<file path="src/rtl/ssp_uart_pkg.sv">
// Shared types and constants for the ssp_uart host controller.
// Covers register addresses, host FSM states and register reset values.
package ssp_uart_pkg;

  localparam int SSP_DW = 12;

  typedef enum logic [2:0] {
    UCR = 3'b000,
    USR = 3'b001,
    TDR = 3'b010,
    RDR = 3'b011,
    SPR = 3'b100
  } ssp_reg_e;

  typedef enum logic [2:0] {
    ST_IDLE   = 3'd0,
    ST_SETUP  = 3'd1,
    ST_STROBE = 3'd2,
    ST_HOLD   = 3'd3,
    ST_EOC    = 3'd4,
    ST_DONE   = 3'd5
  } host_state_e;

  localparam logic [11:0] UCR_RST = 12'h000;
  localparam logic [11:0] USR_RST = 12'h000;
  localparam logic [11:0] TDR_RST = 12'h000;
  localparam logic [11:0] RDR_RST = 12'h000;
  localparam logic [11:0] SPR_RST = 12'h000;

  function automatic logic ra_valid(input logic [2:0] ra);
    return (ra <= 3'b100);
  endfunction

endpackage

</file>
<file path="src/rtl/rr_arb2.sv">
// Two-way round-robin arbiter; the pointer always moves to the port that did not win.
module rr_arb2 (
  input  logic       clk,
  input  logic       rst_n,
  input  logic [1:0] req,
  input  logic       gnt_en,
  output logic       win_idx
);

  logic ptr_q;
  logic ptr_d;

  // Pick the winner and compute the next pointer.
  always_comb begin
    win_idx = 1'b0;
    ptr_d   = ptr_q;
    if (req == 2'b11) begin
      win_idx = ptr_q;
    end else if (req[1]) begin
      win_idx = 1'b1;
    end else begin
      win_idx = 1'b0;
    end
    if (gnt_en && (req != 2'b00)) begin
      ptr_d = ~win_idx;
    end else begin
      ptr_d = ptr_q;
    end
  end

  // Pointer register.
  always_ff @(posedge clk or negedge rst_n) begin
    if (!rst_n) begin
      ptr_q <= 1'b0;
    end else begin
      ptr_q <= ptr_d;
    end
  end

endmodule

</file>
<file path="src/rtl/ssp_uart_host_ctrl.sv">
// SSP bus master sequencing register cycles into ssp_uart for two arbitrated requesters.
// All bus and handshake outputs are registered copies of the next-state decode.
module ssp_uart_host_ctrl
  import ssp_uart_pkg::*;
#(
  parameter int SETUP_CYC = 1,
  parameter int HOLD_CYC  = 2,
  parameter int DW        = SSP_DW
) (
  input  logic          Clk,
  input  logic          Rst_n,
  input  logic [1:0]    Req,
  input  logic [2:0]    ReqRA_0,
  input  logic [2:0]    ReqRA_1,
  input  logic          ReqWnR_0,
  input  logic          ReqWnR_1,
  input  logic [DW-1:0] ReqDI_0,
  input  logic [DW-1:0] ReqDI_1,
  output logic [1:0]    Gnt,
  output logic [1:0]    Done,
  output logic [1:0]    Err,
  output logic [DW-1:0] RdData,
  output logic          SSP_SSEL,
  output logic [2:0]    SSP_RA,
  output logic          SSP_WnR,
  output logic          SSP_En,
  output logic          SSP_EOC,
  output logic [DW-1:0] SSP_DI,
  input  logic [DW-1:0] SSP_DO
);

  if (SETUP_CYC < 1 || SETUP_CYC > 15) begin : g_bad_setup
    $error("SETUP_CYC must be in 1..15");
  end
  if (HOLD_CYC < 1 || HOLD_CYC > 15) begin : g_bad_hold
    $error("HOLD_CYC must be in 1..15");
  end
  if (DW != 12) begin : g_bad_dw
    $error("DW is fixed to 12 for ssp_uart");
  end

  localparam logic [3:0] SETUP_LD = 4'(SETUP_CYC - 1);
  localparam logic [3:0] HOLD_LD  = 4'(HOLD_CYC - 1);

  host_state_e   state_q, state_d;
  logic [3:0]    cnt_q, cnt_d;
  logic          owner_q, owner_d;
  logic [2:0]    ra_q, ra_d;
  logic          wnr_q, wnr_d;
  logic [DW-1:0] di_q, di_d;
  logic [DW-1:0] rd_q, rd_d;
  logic [1:0]    gnt_q, gnt_d;
  logic [1:0]    done_q, done_d;
  logic [1:0]    err_q, err_d;
  logic          ssel_q, ssel_d;
  logic          en_q, en_d;
  logic          eoc_q, eoc_d;
  logic          arb_en;
  logic          win_idx;
  logic [2:0]    win_ra;
  logic          win_wnr;
  logic [DW-1:0] win_di;
  logic [1:0]    owner_oh;

  rr_arb2 u_arb (
    .clk     (Clk),
    .rst_n   (Rst_n),
    .req     (Req),
    .gnt_en  (arb_en),
    .win_idx (win_idx)
  );

  // Route the winning requester's command fields.
  always_comb begin
    win_ra  = win_idx ? ReqRA_1  : ReqRA_0;
    win_wnr = win_idx ? ReqWnR_1 : ReqWnR_0;
    win_di  = win_idx ? ReqDI_1  : ReqDI_0;
  end

  // Next-state, counter, command capture and output decode.
  always_comb begin
    state_d = state_q;
    cnt_d   = cnt_q;
    owner_d = owner_q;
    ra_d    = ra_q;
    wnr_d   = wnr_q;
    di_d    = di_q;
    rd_d    = rd_q;
    err_d   = 2'b00;
    arb_en  = 1'b0;
    case (state_q)
      // An Err pulse still visible means its Req has not been dropped yet.
      ST_IDLE: begin
        if ((Req != 2'b00) && (err_q == 2'b00)) begin
          arb_en = 1'b1;
          if (ra_valid(win_ra)) begin
            owner_d = win_idx;
            ra_d    = win_ra;
            wnr_d   = win_wnr;
            di_d    = win_di;
            cnt_d   = SETUP_LD;
            state_d = ST_SETUP;
          end else begin
            err_d = win_idx ? 2'b10 : 2'b01;
          end
        end else begin
          arb_en = 1'b0;
        end
      end
      ST_SETUP: begin
        if (cnt_q == 4'd0) begin
          state_d = ST_STROBE;
        end else begin
          cnt_d = cnt_q - 4'd1;
        end
      end
      ST_STROBE: begin
        cnt_d   = HOLD_LD;
        state_d = ST_HOLD;
      end
      ST_HOLD: begin
        if (cnt_q == 4'd0) begin
          state_d = ST_EOC;
        end else begin
          cnt_d = cnt_q - 4'd1;
        end
      end
      ST_EOC: begin
        if (!wnr_q) begin
          rd_d = SSP_DO;
        end else begin
          rd_d = rd_q;
        end
        state_d = ST_DONE;
      end
      ST_DONE: state_d = ST_IDLE;
      default: state_d = ST_IDLE;
    endcase

    owner_oh = owner_d ? 2'b10 : 2'b01;
    ssel_d   = state_d inside {ST_SETUP, ST_STROBE, ST_HOLD, ST_EOC};
    en_d     = (state_d == ST_STROBE);
    eoc_d    = (state_d == ST_EOC);
    gnt_d    = ssel_d ? owner_oh : 2'b00;
    done_d   = (state_d == ST_DONE) ? owner_oh : 2'b00;
  end

  // State, counter and output registers.
  always_ff @(posedge Clk or negedge Rst_n) begin
    if (!Rst_n) begin
      state_q <= ST_IDLE;
      cnt_q   <= 4'd0;
      owner_q <= 1'b0;
      ra_q    <= 3'b000;
      wnr_q   <= 1'b0;
      di_q    <= '0;
      rd_q    <= '0;
      gnt_q   <= 2'b00;
      done_q  <= 2'b00;
      err_q   <= 2'b00;
      ssel_q  <= 1'b0;
      en_q    <= 1'b0;
      eoc_q   <= 1'b0;
    end else begin
      state_q <= state_d;
      cnt_q   <= cnt_d;
      owner_q <= owner_d;
      ra_q    <= ra_d;
      wnr_q   <= wnr_d;
      di_q    <= di_d;
      rd_q    <= rd_d;
      gnt_q   <= gnt_d;
      done_q  <= done_d;
      err_q   <= err_d;
      ssel_q  <= ssel_d;
      en_q    <= en_d;
      eoc_q   <= eoc_d;
    end
  end

  assign Gnt      = gnt_q;
  assign Done     = done_q;
  assign Err      = err_q;
  assign RdData   = rd_q;
  assign SSP_SSEL = ssel_q;
  assign SSP_RA   = ra_q;
  assign SSP_WnR  = wnr_q;
  assign SSP_En   = en_q;
  assign SSP_EOC  = eoc_q;
  assign SSP_DI   = di_q;

endmodule

</file>
<file path="config.mk">
export PLATFORM = sky130hd
export DESIGN_NAME = ssp_uart_host_ctrl
export DESIGN_NICKNAME = d
export VERILOG_FILES = /design/src/rtl/ssp_uart_pkg.sv /design/src/rtl/rr_arb2.sv /design/src/rtl/ssp_uart_host_ctrl.sv
export SDC_FILE = /design/constraint.sdc
export NUM_CORES = 1
export LEC_CHECK = 0
export CAP_MARGIN = 40
export CORE_AREA = 3 3 107 89
export DETAILED_ROUTE_END_ITERATION = 12
export DIE_AREA = 0 0 110 92
export GPL_ROUTABILITY_DRIVEN = 0
export GPL_TIMING_DRIVEN = 0
export MAX_ROUTING_LAYER = met4
export PLACE_DENSITY = 0.57
export SYNTH_ARGS = -nofsm -noshare
export SYNTH_HDL_FRONTEND = slang
export SYNTH_SLANG_ARGS = --single-unit
</file>
<file path="constraint.sdc">
create_clock -name Clk -period 2.2 [get_ports Clk]
set_clock_uncertainty 0.05 [all_clocks]
set_input_delay 0.22 -clock Clk [delete_from_list [all_inputs] [get_ports Clk]]
set_output_delay 0.22 -clock Clk [all_outputs]
set_load 0.02 [all_outputs]
</file>
==> impl_results.rst <==
Metrics
=======

.. list-table::
   :header-rows: 1

   * - Metric
     - Value
   * - Aggregate global routing overflow
     - 0
   * - Number of buffers on the longest clock path
     - 2
   * - Final slew viol count
     - 0
   * - Area share of the largest cell type after synthesis
     - 54.7%
   * - Share of cells above drive strength 1
     - between 20% and 30%
   * - Aggregate negative setup slack
     - 0 ps
   * - Category of the critical setup timing path
     - input port to register
   * - Hold buffer count at cts
     - 1
   * - Share of the synthesized netlist area taken by xor and xnor gates
     - 0.416%
   * - Clock-cell share
     - 2.70%
   * - Number of vias in the routed layout
     - 1,545
   * - Placed instance count
     - around 350
   * - Synth top cells by count
     - sky130_fd_sc_hd__dfrtp_1 (46), sky130_fd_sc_hd__mux2_2 (44), sky130_fd_sc_hd__nand2_1 (7)
   * - Worst supply voltage drop on vdd
     - 0.000417 V
   * - Pwr per Cell Area
     - approximately 1200 nW/um^2
   * - # IOs
     - roughly 85
   * - Warnings from Yosys
     - 0
   * - Count of inverters not on the clock network in the layout
     - 3
   * - Cell type group with the largest total delay on the critical path
     - buffers and inverters
   * - Largest non-sequential cell family by area
     - multiplexers
   * - Simple-gate share of the synthesized area
     - 8.79%
   * - Crit path setup slack, layout
     - 194 ps
   * - Routed length per placed instance
     - between 10 and 15 um
   * - Core ar.
     - 8450 sq um
   * - MI comb area
     - 896 sq um
   * - Number of detailed-route iterations in the first pass
     - 4
   * - Count of unique library cells instantiated by Yosys
     - 37
   * - Antenna violations before repair
     - 0
   * - Synthesized instance count
     - ~160
   * - Layout clock buffer count
     - 6
   * - Standby leakage power
     - 1.33 nW
   * - Post-synthesis cell count from yosys
     - between 150 and 200
   * - Proportion of power drawn by the clock network
     - 13.1%
   * - Data-path buffer share of cell area in the final layout
     - 28.6%
   * - Worst Path Arrival
     - approximately 2200 ps
   * - Max cap viols
     - 0
   * - Area contributors post-synth
     - sky130_fd_sc_hd__dfrtp_1 (55%), sky130_fd_sc_hd__mux2_2 (24%), sky130_fd_sc_hd__buf_6 (1.6%)
   * - Final Hold Vio Count
     - 0
   * - Wire length on met3
     - around 350 um
   * - Vias in the first global route
     - 1,541
   * - Outcome
     - completed
   * - Delay of the slowest cell on the worst path
     - about 550 ps
   * - CTS H-tree lvls
     - 2
   * - Number of standard-cell rows in the floorplan
     - 30
   * - Worst path cell trace
     - clkdlybuf4s50_1 > nand2b_1 > nand2_1 > buf_2 > mux2_2 > mux2_2
   * - Yosys top cell by instances
     - sky130_fd_sc_hd__dfrtp_1
   * - Flops
     - 46
   * - Number of antenna-violating nets in the routed design
     - 0
   * - GRT busiest layer
     - met2
   * - Yosys reg bits
     - 46
   * - Number of design rule violations left after detail routing
     - 0
   * - Total Die Area
     - 10,100 sq um
   * - Worst hold path class
     - input port to asynchronous set/reset pin
   * - Height of the chip
     - 92 um
   * - Share of synthesized area spent on multiplexers
     - roughly 24%
   * - Resize count post-CTS
     - 0
   * - Sequential share of cell area
     - 36.0%
   * - Overall die width
     - ~110 um
   * - First-pass GRT wire length
     - 7870 um
   * - Required time at the endpoint of the critical path
     - 2340 ps
   * - Clock network power
     - about 0.00052 W
   * - Post-synthesis net count
     - 206
   * - Logic gate share of total power
     - 51.1%
   * - Non-filler instance count after layout
     - ~360
final timing paths:
kind                                           start               endpoint  slack, ps  depth (start not counted)
worst max-delay path                          Req[0]  SSP_DI[3]$_DFFE_PN0P_        190                          6
worst min-delay path                           Rst_n  RdData[7]$_DFFE_PN0P_        280                          2
worst max register to register  state_q[0]$_DFF_PN0_  SSP_DI[6]$_DFFE_PN0P_        220                          6
worst min register to register  cnt_q[0]$_DFFE_PN0P_   cnt_q[0]$_DFFE_PN0P_        430                          1
max in group asynchronous                      Rst_n   cnt_q[2]$_DFFE_PN0P_       1350                          3
min in group Clk                cnt_q[0]$_DFFE_PN0P_   cnt_q[0]$_DFFE_PN0P_        430                          1
### Sequential cells colored by netlist name

Scale bar: 20 um.
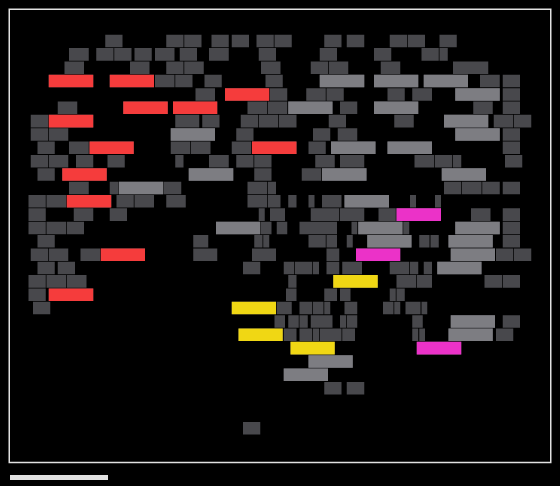
[state_q] magenta | placed flops: 3
[cnt_q] yellow | placed flops: 4
[SSP_DI] red | placed flops: 12
not colored: 27

### Cell classes on the final placement

Fill, decap, tap and diode cells in gray.
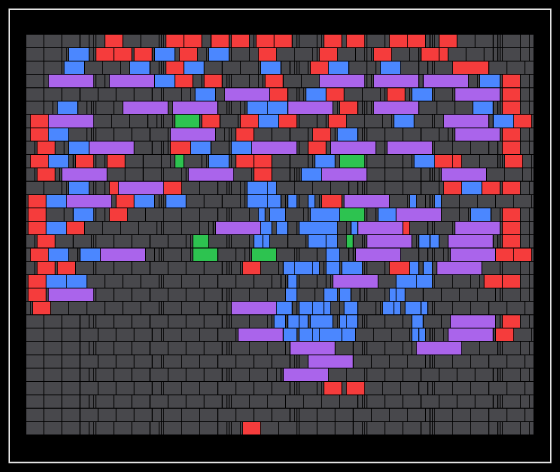
[flip-flops] purple | cells: 46 | share of their area: 38%
[clock drivers and dummy loads] green | cells: 8 | share of their area: 2.8%
[other buffers and delay cells] red | cells: 92 | share of their area: 30%
[all other logic] blue | cells: 104 | share of their area: 30%

### Signal wires by layer

Scale bar: 20 um. Two of the layers only.
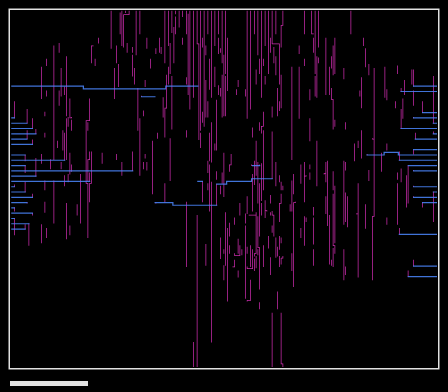
[met3] blue | wire length: 346 um
[met2] magenta | wire length: 2,270 um
detailed-route wire length: 4900 um
overall track demand over capacity in global routing: 10.3%

No activity file was given, so power comes from the tool's default toggle rates.
